$ cat config.mk
export PLATFORM = sky130hd
export DESIGN_NAME = settle_timer
export DESIGN_NICKNAME = d
export VERILOG_FILES = /design/src/rtl/settle_timer.sv
export SDC_FILE = /design/constraint.sdc
export NUM_CORES = 1
export LEC_CHECK = 0
export CAP_MARGIN = 15
export CORE_UTILIZATION = 47
export DETAILED_ROUTE_END_ITERATION = 10
export PLACE_DENSITY = 0.82
export REMOVE_ABC_BUFFERS = 1
export SYNTH_ARGS = -nofsm -noshare
export SYNTH_HDL_FRONTEND = slang
export SYNTH_SLANG_ARGS = --single-unit
$ cat constraint.sdc
create_clock -name clk -period 2.5 [get_ports clk]
set_clock_uncertainty 0.2 [all_clocks]
set_input_delay 0.5 -clock clk [delete_from_list [all_inputs] [get_ports clk]]
set_output_delay 0.5 -clock clk [all_outputs]
set_load 0.005 [all_outputs]
$ cat src/rtl/settle_timer.sv
// Loadable up/down counter with a terminal-count flag against a programmable value.
module settle_timer #(
    parameter int unsigned W = 8
) (
    input  logic         clk,
    input  logic         rst_n,
    input  logic         load,
    input  logic [W-1:0] load_val,
    input  logic         en,
    input  logic         down,
    input  logic [W-1:0] term_val,
    output logic         tc_c
);

    logic [W-1:0] cnt_q;
    logic [W-1:0] cnt_d;

    // Load has priority over counting.
    always_comb begin
        cnt_d = cnt_q;
        if (load) begin
            cnt_d = load_val;
        end else if (en) begin
            cnt_d = down ? (cnt_q - W'(1)) : (cnt_q + W'(1));
        end
    end

    always_ff @(posedge clk or negedge rst_n) begin
        if (!rst_n) begin
            cnt_q <= '0;
        end else begin
            cnt_q <= cnt_d;
        end
    end

    assign tc_c = (cnt_q == term_val);

endmodule

Fig. 1: routed metal, one colour a layer
(6 px per um)
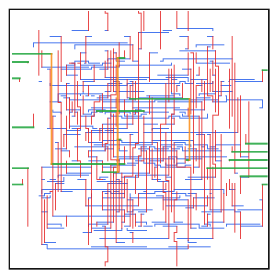
legend:
  orange:
    layer: metal 4
    wire_length: 47.6 um
  red:
    layer: metal 2
    wire_length: 1,000 um
  blue:
    layer: metal 1
    wire_length: 930 um
  green:
    layer: metal 3
    wire_length: 82.8 um
wirelength, routed: 2060 um
Via Count: 817
Tot GR Track Use: 0.258
WL/cell: 14.3 um

Fig. 2: the metal 3 layer
(6 px per um)
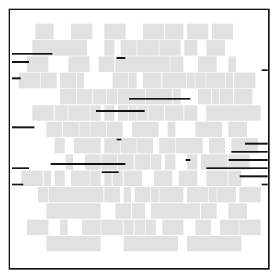
nets with wire on the layer: 16
main direction: horizontal
share of all routed wire: 4.0%
GRT met3 Usage: 0.0511

Fig. 3: track usage over the die
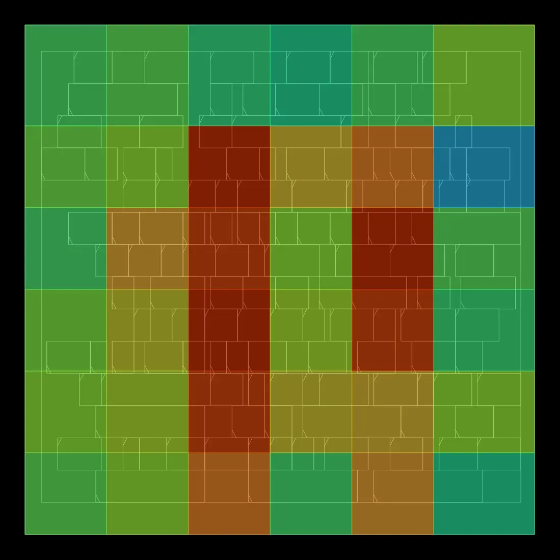
GR Layer Usage met2: 0.424
Util after Layout: 0.740
GRT busiest layer: met2
met1 Track Usage GR: 0.322

==> reports/qor.csv <==
stage,metric,value,unit
run_status,status,"finished, final reports clean",
setup_path,cp-start-kind,primary input,
drt,drtIter0Drc,13,
synthesis,synthArstFlopShare,1.00,
clock_network,cts-root-buf,clkbuf_4,
layout,antennaDiodeCount,0,
floorplanning,die_w,43.0,um
floorplanning,fp-row-count,14,
power,cellPowerDensity,502,mW/mm2
global_routing,antenna_found_initial,0,
setup_path,endpoint_kind,output pin,
setup_path,cp_max_fo,1,
layout,fin_nets,158,
setup_path,regToRegSetupSlack,0.39,ns
synthesis,yosysWarnings,0,
placed_design,io_buffers,21,
final_timing,relSlewSlack,0.719,
setup_path,critical_path_required,1.80,ns
clock_network,postCtsHoldBufs,0,
floorplanning,core,0.00154,mm2
placed_design,hpwl,1630,um
setup_path,worstRegToRegCells,6,
placed_design,gp_congestion,0.867,
layout,lay_top_count,clkdlybuf4s50_1,
layout,fillCellCount,126,
flow_run,warning_count,25,
worst_hold_path,hp-class,in2async,
synthesis,yosysCellCount,93,
setup_path,crit_type,in2out,
clock_network,htree_levels,1,
layout,layout.cells.non_filler,144,
final_timing,tns,0,ns
floorplanning,fp_util,0.513,
drt,drc,0,
final_timing,post-route-period-util,0.918,
clock_network,cts_inserted_buffers,3,
synthesis,synth.cell_area,791,um2
drt,via_per_inst,5.67,
synthesis,edf_count,0,
synthesis,ys_seq_share,0.253,
clock_network,clk_pin_slew,0.07,ns
power,finalPower,0.573,mW
clock_network,cts_sinks,8,
drt,ant_nets,0,
synthesis,synth_flops,8,
synthesis,synthFlopType,dfrtp_1,
synthesis,yosys.cell_types.count,32,
layout,largestRegisters,cnt_q: 8 flops,
global_routing,grt_max_degree,13,
synthesis,netlist_instances,93,
layout,final_cell_mix,"clkdlybuf4s50_1 (19), buf_4 (14), xnor2_1 (9)",
flow_run,max_cap_violations,0,
floorplanning,die_h,43.0,um
layout,final_layout_size_suffix_gt1_frac,0.195,
placed_design,postPlaceCellArea,0.00111,mm2
power,p_leak,0.499,nW
floorplanning,dieArea,0.00185,mm2
final_timing,rsz0062_at_grt,no,
global_routing,grt_pass1_vias,797,
layout,stdcell_area,0.00114,mm2
global_routing,grt_pass1_wl,3470,um
final_timing,slew_violations,0,
final_timing,tightestPinTransition,0.421,ns
setup_path,r2r_start,cnt_q[1],
layout,largest-register,cnt_q,
setup_path,r2r_end,cnt_q[7],
synthesis,ys_area,791,um2
clock_network,cts_buffer_depth,2,
global_routing,overflow,0,
floorplanning,ios,22,
final_timing,fin_crit,2.29,ns
final_timing,hold_viol_final,0,
layout,area_growth,44.3,%
drt,firstDrtPassIters,4,
setup_path,crit_arrival,1.59,ns
Fig. 4: clock distribution
(8 px per um)
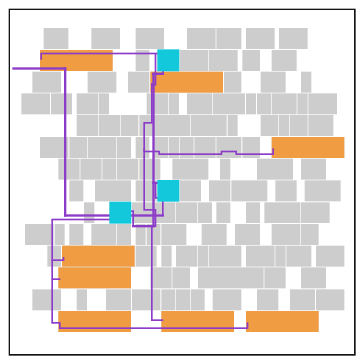
legend:
  orange:
    item: flip-flops
    count: 8
  cyan:
    item: clock drivers
    count: 3
  purple:
    item: clock wires
    length: 194 um
routed clock nets: 4
Late-Pin Clk Latency: 0.27 ns
clock network power share: 0.203

Fig. 5: signal metal coverage by tile
(8 px per um) The die is cut into 9 by 9 equal tiles; dark purple is low, yellow is high, scaled to the fullest tile. Values are wire area over tile area, all layers added.
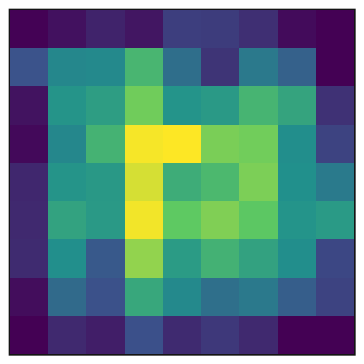
densest ninth of the die: centre
mean over tiles: 0.18
nearly empty tiles: 7.4%
emptiest ninth of the die: south-west

worst max path at each step:
stage | slack [ns] | from | cells after the start | endpoint
3_3_place_gp | -0.21 | down | 7 | cnt_q[7]
2_1_floorplan | 0.33 | down | 6 | cnt_q[7]
3_5_place_dp | -0.28 | down | 7 | cnt_q[7]
5_1_grt | 0.16 | term_val[6] | 5 | tc_c
4_1_cts | 0.008 | down | 7 | cnt_q[7]
6_report | 0.21 | term_val[6] | 5 | tc_c
logic make-up after synthesis:
logic type               after synthesis  share of synthesized area
AND/OR/NAND/NOR                       31                      0.207
AND-OR/OR-AND                         26                      0.212
XOR/XNOR                               9                     0.0997
buffers and inverters                  8                     0.0538
flip-flops                             8                      0.253
adder cells (fa/ha/maj)                7                      0.120
multiplexers                           4                     0.0538
metal layers:
metal,GRT usage,share of wire
met1,0.322,0.45
met2,0.424,0.49
met3,0.0511,0.040
met4,0.121,0.023
met5,0,0
cell usage after synthesis, types with 2 or more instances:
library cell	instances	area (um2)
xnor2_1	9	78.8
dfrtp_1	8	200
a21oi_1	7	35.0
nand2_1	7	26.3
o21ai_0	7	35.0
ha_1	6	75.1
nor2_1	5	18.8
inv_1	4	15.0
nand4_1	3	18.8
nor2b_1	3	18.8
nor3_1	3	15.0
or3_1	3	18.8
a211oi_1	2	15.0
a2bb2oi_1	2	17.5
clkbuf_1	2	7.51
mux2_2	2	22.5
mux2i_1	2	20.0
nand3_1	2	10.0
nand3b_1	2	15.0
o21a_1	2	15.0
through the flow:
| stage | worst slack [ns] | hold slack [ns] |
|---|---|---|
| final | 0.206 | 0.321 |
| after global routing | 0.156 | 0.347 |
| after CTS | 0.00798 | 0.337 |
| after detailed placement | -0.277 | 0.366 |
| after global placement | -0.210 | 0.364 |
| after floorplan | 0.328 | 0.00441 |
layout make-up:
cell class / count / area (um2) / area share
Tap cell: 16 / 20.0 / 0.0175
Timing Repair Buffer: 35 / 317 / 0.277
Clock buffer: 3 / 22.5 / 0.0197
Inverter: 5 / 23.8 / 0.0208
Multi-Input combinational cell: 77 / 558 / 0.489
Sequential cell: 8 / 200 / 0.175
worst max-delay path, stage by stage:
cell and delay (ns):
clkdlybuf4s50_1 0.50, xnor2_1 0.14, nand4_1 0.11, nor2_1 0.10, dlygate4sd2_1 0.24
power breakdown:
group,internal (mW),total [mW],switching (mW),leakage [nW]
Combinational,0.160,0.282,0.122,0.390
Sequential,0.150,0.175,0.0258,0.0946
Clock,0.0558,0.117,0.0607,0.0138
Total,0.365,0.573,0.208,0.499
repair_timing:
item                                    CTS  global route
endpoints found under the setup margin    1             4
buffers inserted                          0             0
endpoints found under the hold margin     0             0
resized                                   1             5
pin swaps                                 1             1
No activity file was given, so power comes from the tool's default toggle rates.
